[config.mk]
export PLATFORM = sky130hd
export DESIGN_NAME = pmem_rr_arbiter
export DESIGN_NICKNAME = d
export VERILOG_FILES = /design/src/rtl/pmem_rr_arbiter.sv
export SDC_FILE = /design/constraint.sdc
export NUM_CORES = 2
export LEC_CHECK = 0
export CAP_MARGIN = 20
export CORE_AREA = 2 2 545 547
export CTS_CLUSTER_DIAMETER = 40
export CTS_CLUSTER_SIZE = 20
export DETAILED_ROUTE_END_ITERATION = 10
export DIE_AREA = 0 0 547 549
export GPL_ROUTABILITY_DRIVEN = 1
export PLACE_DENSITY = 0.3
export SYNTH_ARGS = -nofsm -noshare
export SYNTH_HDL_FRONTEND = slang
export SYNTH_SLANG_ARGS = --single-unit
[constraint.sdc]
create_clock -name clk -period 2.62 [get_ports clk]
set_clock_uncertainty 0.1 [all_clocks]
set_input_delay 0.393 -clock clk [delete_from_list [all_inputs] [get_ports clk]]
set_output_delay 0.393 -clock clk [all_outputs]
set_load 0.005 [all_outputs]
[src/rtl/pmem_rr_arbiter.sv]
// rtl/pmem_rr_arbiter.sv - registered round-robin arbiter sharing one pmem port between I-cache and D-cache
//
// Purpose:
//   Arbitrates the single physical-memory port between the instruction cache
//   (read only) and the data cache (read or writeback). The winning request's
//   address, write line and op are latched at grant so memory sees stable
//   inputs. Read data returns through per-side registers with a one-cycle
//   resp pulse.
//
// Ports:
//   clk, rst                  clock, synchronous active-high reset
//   ipmem_address/read        I-cache request (level, held until ipmem_resp)
//   ipmem_rdata/resp          I-cache returned line and completion pulse
//   dpmem_address/wdata       D-cache request address and writeback line
//   dpmem_read/write          D-cache request (write wins if both high)
//   dpmem_rdata/resp          D-cache returned line and completion pulse
//   pmem_address/wdata        latched address and write line to memory
//   pmem_read/write           memory strobes, high for the whole BUSY state
//   pmem_rdata/resp           memory returned line and completion
//
// Optional feature (macro ARB_PERF_CNT_EN):
//   Adds parameter CNT_W and outputs i_grant_cnt, d_grant_cnt, conflict_cnt,
//   all saturating counters cleared by rst.

module pmem_rr_arbiter #(
    parameter int ADDR_W = 32,
    parameter int LINE_W = 256
`ifdef ARB_PERF_CNT_EN
    ,
    parameter int CNT_W  = 32
`endif
) (
    input  logic              clk,
    input  logic              rst,

    input  logic [ADDR_W-1:0] ipmem_address,
    input  logic              ipmem_read,
    output logic [LINE_W-1:0] ipmem_rdata,
    output logic              ipmem_resp,

    input  logic [ADDR_W-1:0] dpmem_address,
    input  logic [LINE_W-1:0] dpmem_wdata,
    input  logic              dpmem_read,
    input  logic              dpmem_write,
    output logic [LINE_W-1:0] dpmem_rdata,
    output logic              dpmem_resp,

    output logic [ADDR_W-1:0] pmem_address,
    output logic [LINE_W-1:0] pmem_wdata,
    output logic              pmem_read,
    output logic              pmem_write,
    input  logic [LINE_W-1:0] pmem_rdata,
    input  logic              pmem_resp
`ifdef ARB_PERF_CNT_EN
    ,
    output logic [CNT_W-1:0]  i_grant_cnt,
    output logic [CNT_W-1:0]  d_grant_cnt,
    output logic [CNT_W-1:0]  conflict_cnt
`endif
);

    typedef enum logic [2:0] {
        S_IDLE,
        S_BUSY_I,
        S_BUSY_D,
        S_DONE_I,
        S_DONE_D
    } state_t;

    state_t            r_state;
    state_t            w_next;

    logic              w_req_i;
    logic              w_req_d;
    logic              w_grant_i;
    logic              w_grant_d;

    // r_last_d = 1 means the last grant went to D, so I wins the next tie.
    logic              r_last_d;
    logic [ADDR_W-1:0] r_addr;
    logic [LINE_W-1:0] r_wdata;
    logic              r_op_write;
    logic [LINE_W-1:0] r_irdata;
    logic [LINE_W-1:0] r_drdata;

    assign w_req_i = ipmem_read;
    assign w_req_d = dpmem_read | dpmem_write;

    always_ff @(posedge clk) begin
        if (rst) begin
            r_state <= S_IDLE;
        end else begin
            r_state <= w_next;
        end
    end

    always_comb begin
        w_next    = r_state;
        w_grant_i = 1'b0;
        w_grant_d = 1'b0;
        case (r_state)
            S_IDLE: begin
                if (w_req_i && (!w_req_d || r_last_d)) begin
                    w_grant_i = 1'b1;
                    w_next    = S_BUSY_I;
                end else if (w_req_d) begin
                    w_grant_d = 1'b1;
                    w_next    = S_BUSY_D;
                end
            end
            S_BUSY_I: begin
                if (pmem_resp) begin
                    w_next = S_DONE_I;
                end
            end
            S_BUSY_D: begin
                if (pmem_resp) begin
                    w_next = S_DONE_D;
                end
            end
            S_DONE_I: w_next = S_IDLE;
            S_DONE_D: w_next = S_IDLE;
            default:  w_next = S_IDLE;
        endcase
    end

    always_ff @(posedge clk) begin
        if (rst) begin
            r_last_d   <= 1'b1;
            r_addr     <= '0;
            r_wdata    <= '0;
            r_op_write <= 1'b0;
            r_irdata   <= '0;
            r_drdata   <= '0;
        end else begin
            if (w_grant_i) begin
                r_addr     <= ipmem_address;
                r_op_write <= 1'b0;
                r_last_d   <= 1'b0;
            end else if (w_grant_d) begin
                r_addr     <= dpmem_address;
                r_wdata    <= dpmem_wdata;
                // Write takes precedence; a simultaneous read is dropped.
                r_op_write <= dpmem_write;
                r_last_d   <= 1'b1;
            end
            if (r_state == S_BUSY_I && pmem_resp) begin
                r_irdata <= pmem_rdata;
            end
            if (r_state == S_BUSY_D && pmem_resp) begin
                r_drdata <= pmem_rdata;
            end
        end
    end

    // Strobes and resps decode the registered state only, so nothing on the
    // requester side depends combinationally on pmem_resp.
    assign pmem_address = r_addr;
    assign pmem_wdata   = r_wdata;
    assign pmem_read    = (r_state == S_BUSY_I) || (r_state == S_BUSY_D && !r_op_write);
    assign pmem_write   = (r_state == S_BUSY_D) && r_op_write;
    assign ipmem_rdata  = r_irdata;
    assign dpmem_rdata  = r_drdata;
    assign ipmem_resp   = (r_state == S_DONE_I);
    assign dpmem_resp   = (r_state == S_DONE_D);

`ifdef ARB_PERF_CNT_EN
    logic [CNT_W-1:0] r_i_cnt;
    logic [CNT_W-1:0] r_d_cnt;
    logic [CNT_W-1:0] r_c_cnt;
    logic             w_conflict;

    localparam logic [CNT_W-1:0] CNT_ONE = {{(CNT_W-1){1'b0}}, 1'b1};

    // A conflict cycle is one where a side is waiting while the other side
    // owns the port (its BUSY or DONE state).
    assign w_conflict = (w_req_d && (r_state == S_BUSY_I || r_state == S_DONE_I)) ||
                        (w_req_i && (r_state == S_BUSY_D || r_state == S_DONE_D));

    always_ff @(posedge clk) begin
        if (rst) begin
            r_i_cnt <= '0;
            r_d_cnt <= '0;
            r_c_cnt <= '0;
        end else begin
            if (w_grant_i && r_i_cnt != '1) begin
                r_i_cnt <= r_i_cnt + CNT_ONE;
            end
            if (w_grant_d && r_d_cnt != '1) begin
                r_d_cnt <= r_d_cnt + CNT_ONE;
            end
            if (w_conflict && r_c_cnt != '1) begin
                r_c_cnt <= r_c_cnt + CNT_ONE;
            end
        end
    end

    assign i_grant_cnt  = r_i_cnt;
    assign d_grant_cnt  = r_d_cnt;
    assign conflict_cnt = r_c_cnt;
`endif

endmodule

==> impl_report.txt <==
RUN METRICS
----------------------------------------------------
[Outcome]
  Status ........................ complete, no violations

[Routing]
  Sum of met2 wire segment lengths after detailed routing ........................ 98.3 mm
  Final routed DRC violation total ........................ 0
  Initial DRC count ........................ 2,190
  Average wire per cell in the routed design ........................ 24.6 um
  Uppermost metal layer occupied by signal nets ........................ met5
  Post-DRT Antenna Nets ........................ 0
  Detailed-router iteration count before antenna repair ........................ 7
  Ratio of routed vias to standard cells ........................ 3.56
  Wirelength, routed ........................ 233 mm
  Detail Route met3 WL ........................ 31.6 mm
  Total routed wire length on the met1 layer ........................ 96.7 mm

[Critical path]
  Standard cell with the maximum stage delay on the critical path ........................ sky130_fd_sc_hd__clkdlybuf4s50_1
  Max FO, Critical Path ........................ 2
  Source of the worst register-to-register timing path ........................ r_state[2]
  Worst setup slack for register-to-register paths ........................ 0.41 ns
  Crit Path Class ........................ flip-flop to output pin
  Crit path capture type ........................ output pin
  Worst reg2reg path endpoint ........................ pmem_address[27]
  Slowest stage delay, CP ........................ 0.89 ns
  Type of origin of the critical path ........................ flip-flop
  Cells traversed along the worst timing path ........................ clkdlybuf4s50_1
  Worst r2r path cells ........................ 5
  Cell family with most CP delay ........................ buffers and inverters
  Arrival @ worst endpoint ........................ 2.04 ns
  CP bufs+invs ........................ 1
  Worst endpoint required time ........................ 2.13 ns

[Hold path]
  HP Start ........................ pmem_rdata[77]
  Sink of the worst hold path ........................ ipmem_rdata[77]
  Number of cells on the worst hold path ........................ 3
  Hold Path Class ........................ input pin to flip-flop

[Clock tree]
  Clock Sinks ........................ 805
  Total clock buffers created by CTS ........................ 222
  Post-CTS clock slew at the launch and capture registers of the worst setup and hold paths ........................ 0.04 ns
  Htree depth ........................ 4
  CTS tree ........................ done
  Clock tree buffer depth ........................ 4
  Clock Latency Late Sink ........................ 0.80 ns
  Cell at the root of the clock tree ........................ sky130_fd_sc_hd__clkbuf_16

[Finish]
  Leading cell type in the layout, fill and taps excluded ........................ sky130_fd_sc_hd__clkdlybuf4s50_1
  Non-clock buffer instance count of the final layout ........................ 1,831
  Filler Cells Inserted ........................ 32,700
  Post-Layout Cell Count ........................ 9,442
  Number of nets at the end of the flow ........................ 5,877
  Top cell category ........................ non-clock buffers
  Number of clock buffer instances in the layout ........................ 288
  Diodes inserted ........................ 23
  Non-CTS inverters ........................ 34
  Final-layout clock-cell area share ........................ 13.4%
  Layout cell share with drive strength beyond 1 ........................ 10.1%
  Non-clock buffer area fraction after layout ........................ 31.8%
  Multi-In Gates ........................ 2,401
  Area occupied by multi-input gates ........................ 11,100 um^2
  Area of all sequential standard cells ........................ 16,100 um^2
  Final design instance area without fill ........................ 59,100 um^2
  Most frequently placed logic cells in the final layout ........................ sky130_fd_sc_hd__clkdlybuf4s50_1 (1,375), sky130_fd_sc_hd__nand2_1 (1,024), sky130_fd_sc_hd__dfxtp_1 (803)
  Area growth from synthesis to layout ........................ 106%
  Combinational share of cell area ........................ 18.8%

[Placement]
  Post-Place Cell Area ........................ 48,000 um^2
  Detailed placer's ending HPWL ........................ 185 mm
  Placer congestion estimate ........................ 0.893
  Number of instances in the placed design ........................ 8,711
  Post-place setup slack ........................ -0.0709 ns

[Logic synthesis]
  Synthesized registers ........................ 805
  Most frequent cell after synthesis ........................ sky130_fd_sc_hd__nand2_1
  Number of enable-type register cells in the synthesized netlist ........................ 0
  Most frequently used flop master after synthesis ........................ sky130_fd_sc_hd__dfxtp_1
  Sequential cell area fraction in the yosys report ........................ 56.2%
  Area fraction of the dominant cell type after synthesis ........................ 56.2%
  Yosys Instances ........................ 3,571
  Gate Count Post-Synth ........................ 3,571
  Area leader, netlist ........................ sky130_fd_sc_hd__dfxtp_1
  Average footprint of a synthesized cell ........................ 8.03 um^2
  Post-synth ARST share ........................ 0%
  Post-synthesis chip area from yosys ........................ 28,700 um^2
  Top cells by count, synth ........................ sky130_fd_sc_hd__nand2_1 (1,024), sky130_fd_sc_hd__dfxtp_1 (805), sky130_fd_sc_hd__a21oi_1 (772)
  Library cells used by synthesis ........................ 32
  Net count after synthesis ........................ 4,153
  Number of warnings issued by yosys ........................ 0
  Cell Area, Synth ........................ 28,700 um^2
  Leading post-synthesis cells by cell area ........................ sky130_fd_sc_hd__dfxtp_1 (56%), sky130_fd_sc_hd__a21oi_1 (13%), sky130_fd_sc_hd__nand2_1 (13%)

[Global routing]
  Global routing usage summed across all routing layers ........................ 14.8%
  Number of global-route vias before repair ........................ 33,700
  Met3 track utilization from global routing ........................ 8.61%
  Antenna violations before repair ........................ 118
  Pin count of the biggest net entering global routing ........................ 149
  Global route total overflow ........................ 0
  Wire length of the first global-routing pass ........................ 306 mm
  Highest-utilization routing layer at the global route stage ........................ met2
  GR met2 Demand/Resource ........................ 22.2%

[STA]
  Max-slew violations ........................ 0
  Measured slew at the worst slew-check pin ........................ 0.858 ns
  Final setup slack of the worst path ........................ 0.0850 ns
  Period minus WS final ........................ 2.54 ns
  Number of hold violations in the final report ........................ 0
  Total of endpoints with negative setup slack in the final report ........................ 0
  Period utilization ........................ 96.8%
  Smallest hold slack ........................ 0.0828 ns
  FMAX ........................ 0.394 GHz
  Remaining max-slew budget at the tightest pin ........................ 42.8%
  RSZ-0062 raised after global routing ........................ false

[Pwr]
  Internal power ........................ 0.0364 W
  Sum of internal, switching and leakage power ........................ 0.0495 W
  Net switching component of the power ........................ 0.0132 W
  VDD IR-drop max ........................ 622 uV
  Power Dens Cells ........................ 839 nW/um^2
  Part of the total power dissipated in the clock network ........................ 58.3%
  Leak pwr ........................ 20.3 nW
  Sequential fraction of design power ........................ 27.3%
  Sw frac ........................ 26.6%
  Proportion of power drawn by combinational gates ........................ 14.4%

[Floorplan]
  Core region area ........................ 295,000 um^2
  Chip area ........................ 300,000 um^2
  Width of the chip ........................ 547 um
  Vertical die dimension ........................ 549 um
  Starting utilization of the core area ........................ 9.71%

[Job]
  Number of maximum-capacitance constraint violations ........................ 0
  Number of warnings in the stage logs ........................ 36

----------------------------------------------------
worst max path at each step:
stage	startpoint	end	slack, ns	cells after the start
global placement	r_state[1]	pmem_write	-0.08	5
detailed placement	r_state[1]	pmem_write	-0.07	5
global route	pmem_wdata[6]	pmem_wdata[6]	0.005	1
finish	pmem_wdata[242]	pmem_wdata[242]	0.08	1
CTS	r_state[1]	pmem_write	-0.11	5
floorplan	rst	pmem_address[0]	0.84	6
power by group through the flow:
stage	clock [W]	sequential (W)	combinational, W
after global routing	0.0302	0.0136	0.00766
after floorplan	0	0.0137	0.00209
after CTS	0.0296	0.0135	0.00726
final	0.0289	0.0135	0.00711
after detailed placement	0	0.0138	0.00676
after global placement	0	0.0137	0.00680
state kept, by name, summed over array words and instances, names as in the netlist:
| name | count |
|---|---|
| dpmem_rdata | 256 |
| ipmem_rdata | 256 |
| pmem_wdata | 256 |
| pmem_address | 32 |
| r_state | 3 |
| r_last_d | 1 |
| r_op_write | 1 |
logic make-up (layout without fill, tap and decap cells):
| group | count (synthesis) | after routing | share of synthesized area, % |
|---|---|---|---|
| buf+inv | 365 | 2274 | 5.44 |
| compound gates | 1068 | 1068 | 19.3 |
| flops | 805 | 805 | 56.2 |
| simple gates | 1333 | 1333 | 19.0 |
| other cells | 0 | 23 | 0 |
metrics by stage:
step	utilization, %	TNS (ns)
floorplan	-	0
global placement	16.3	-0.0793
detailed placement	16.3	-0.0709
CTS	20.0	-0.113
global route	20.0	0
finish	20.0	0
repair_timing:
action                     4_1_cts  5_1_grt
setup endpoints to repair        6        5
buffers inserted                 2        2
resized                         23        3
hold buffers                   295        0
pin swaps                        1        1
gates cloned                     0        0
hold endpoints to repair       428        0
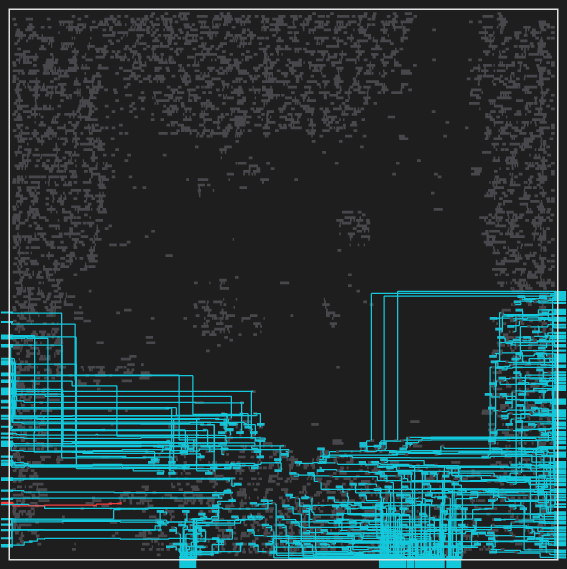
Figure 1: nets reached from selected ports.
Scale: 1 px per um.
Cyan stands for pmem_wdata, bits 256, direction output, edge 113 right, 96 bottom, 47 left, end cells 256, wire 31.7 mm. Red stands for pmem_read, bits 1, direction output, edge left, end cells 1, wire 118 um.
number of port buffers: 1,385
boundary pin count: 1,386

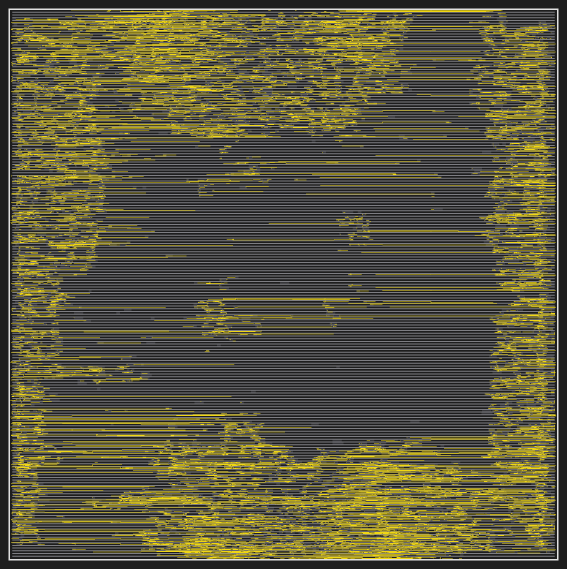
Figure 2: M1 wires.
Scale: 1 px per um. Supply wires on this layer in gray. Cells faint in the background.
The longest straight run is 197 um. The wires run mostly horizontal. The layer holds 42% of the routed length.
via count of the routed design: 33,600
global routing usage on met1: 17.8%

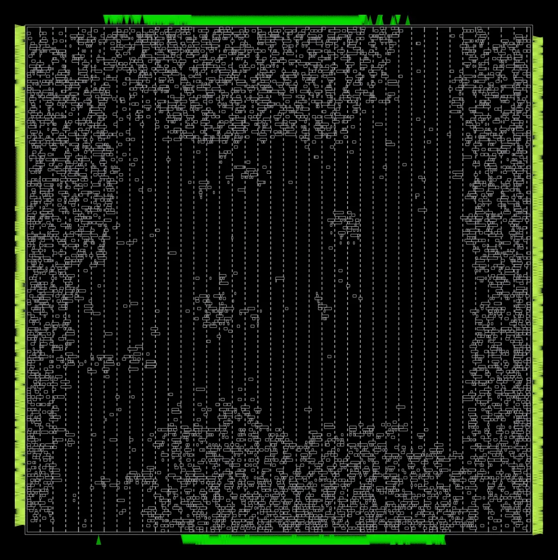
Figure 3: placed standard cells.
Well Taps: 3,939
Rows: 200
fraction of area in registers: 27.3%
sequential cell count: 805

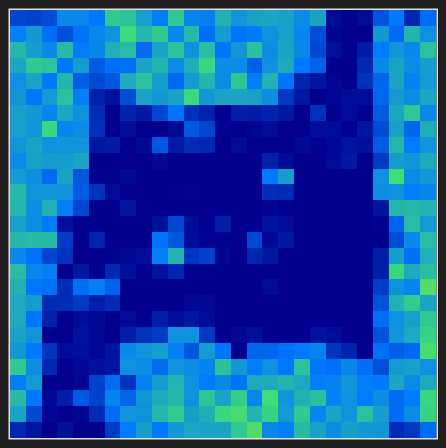
Figure 4: cell density map.
27 x 27 tiles, from dark blue (low) to red (high), 0 to 100% covered.
The mean over all tiles is 18%. The emptiest ninth of the die: middle. The fullest tile reaches 53%. 30% of the tiles are nearly empty.

Power is estimated from default activity; no workload was simulated.
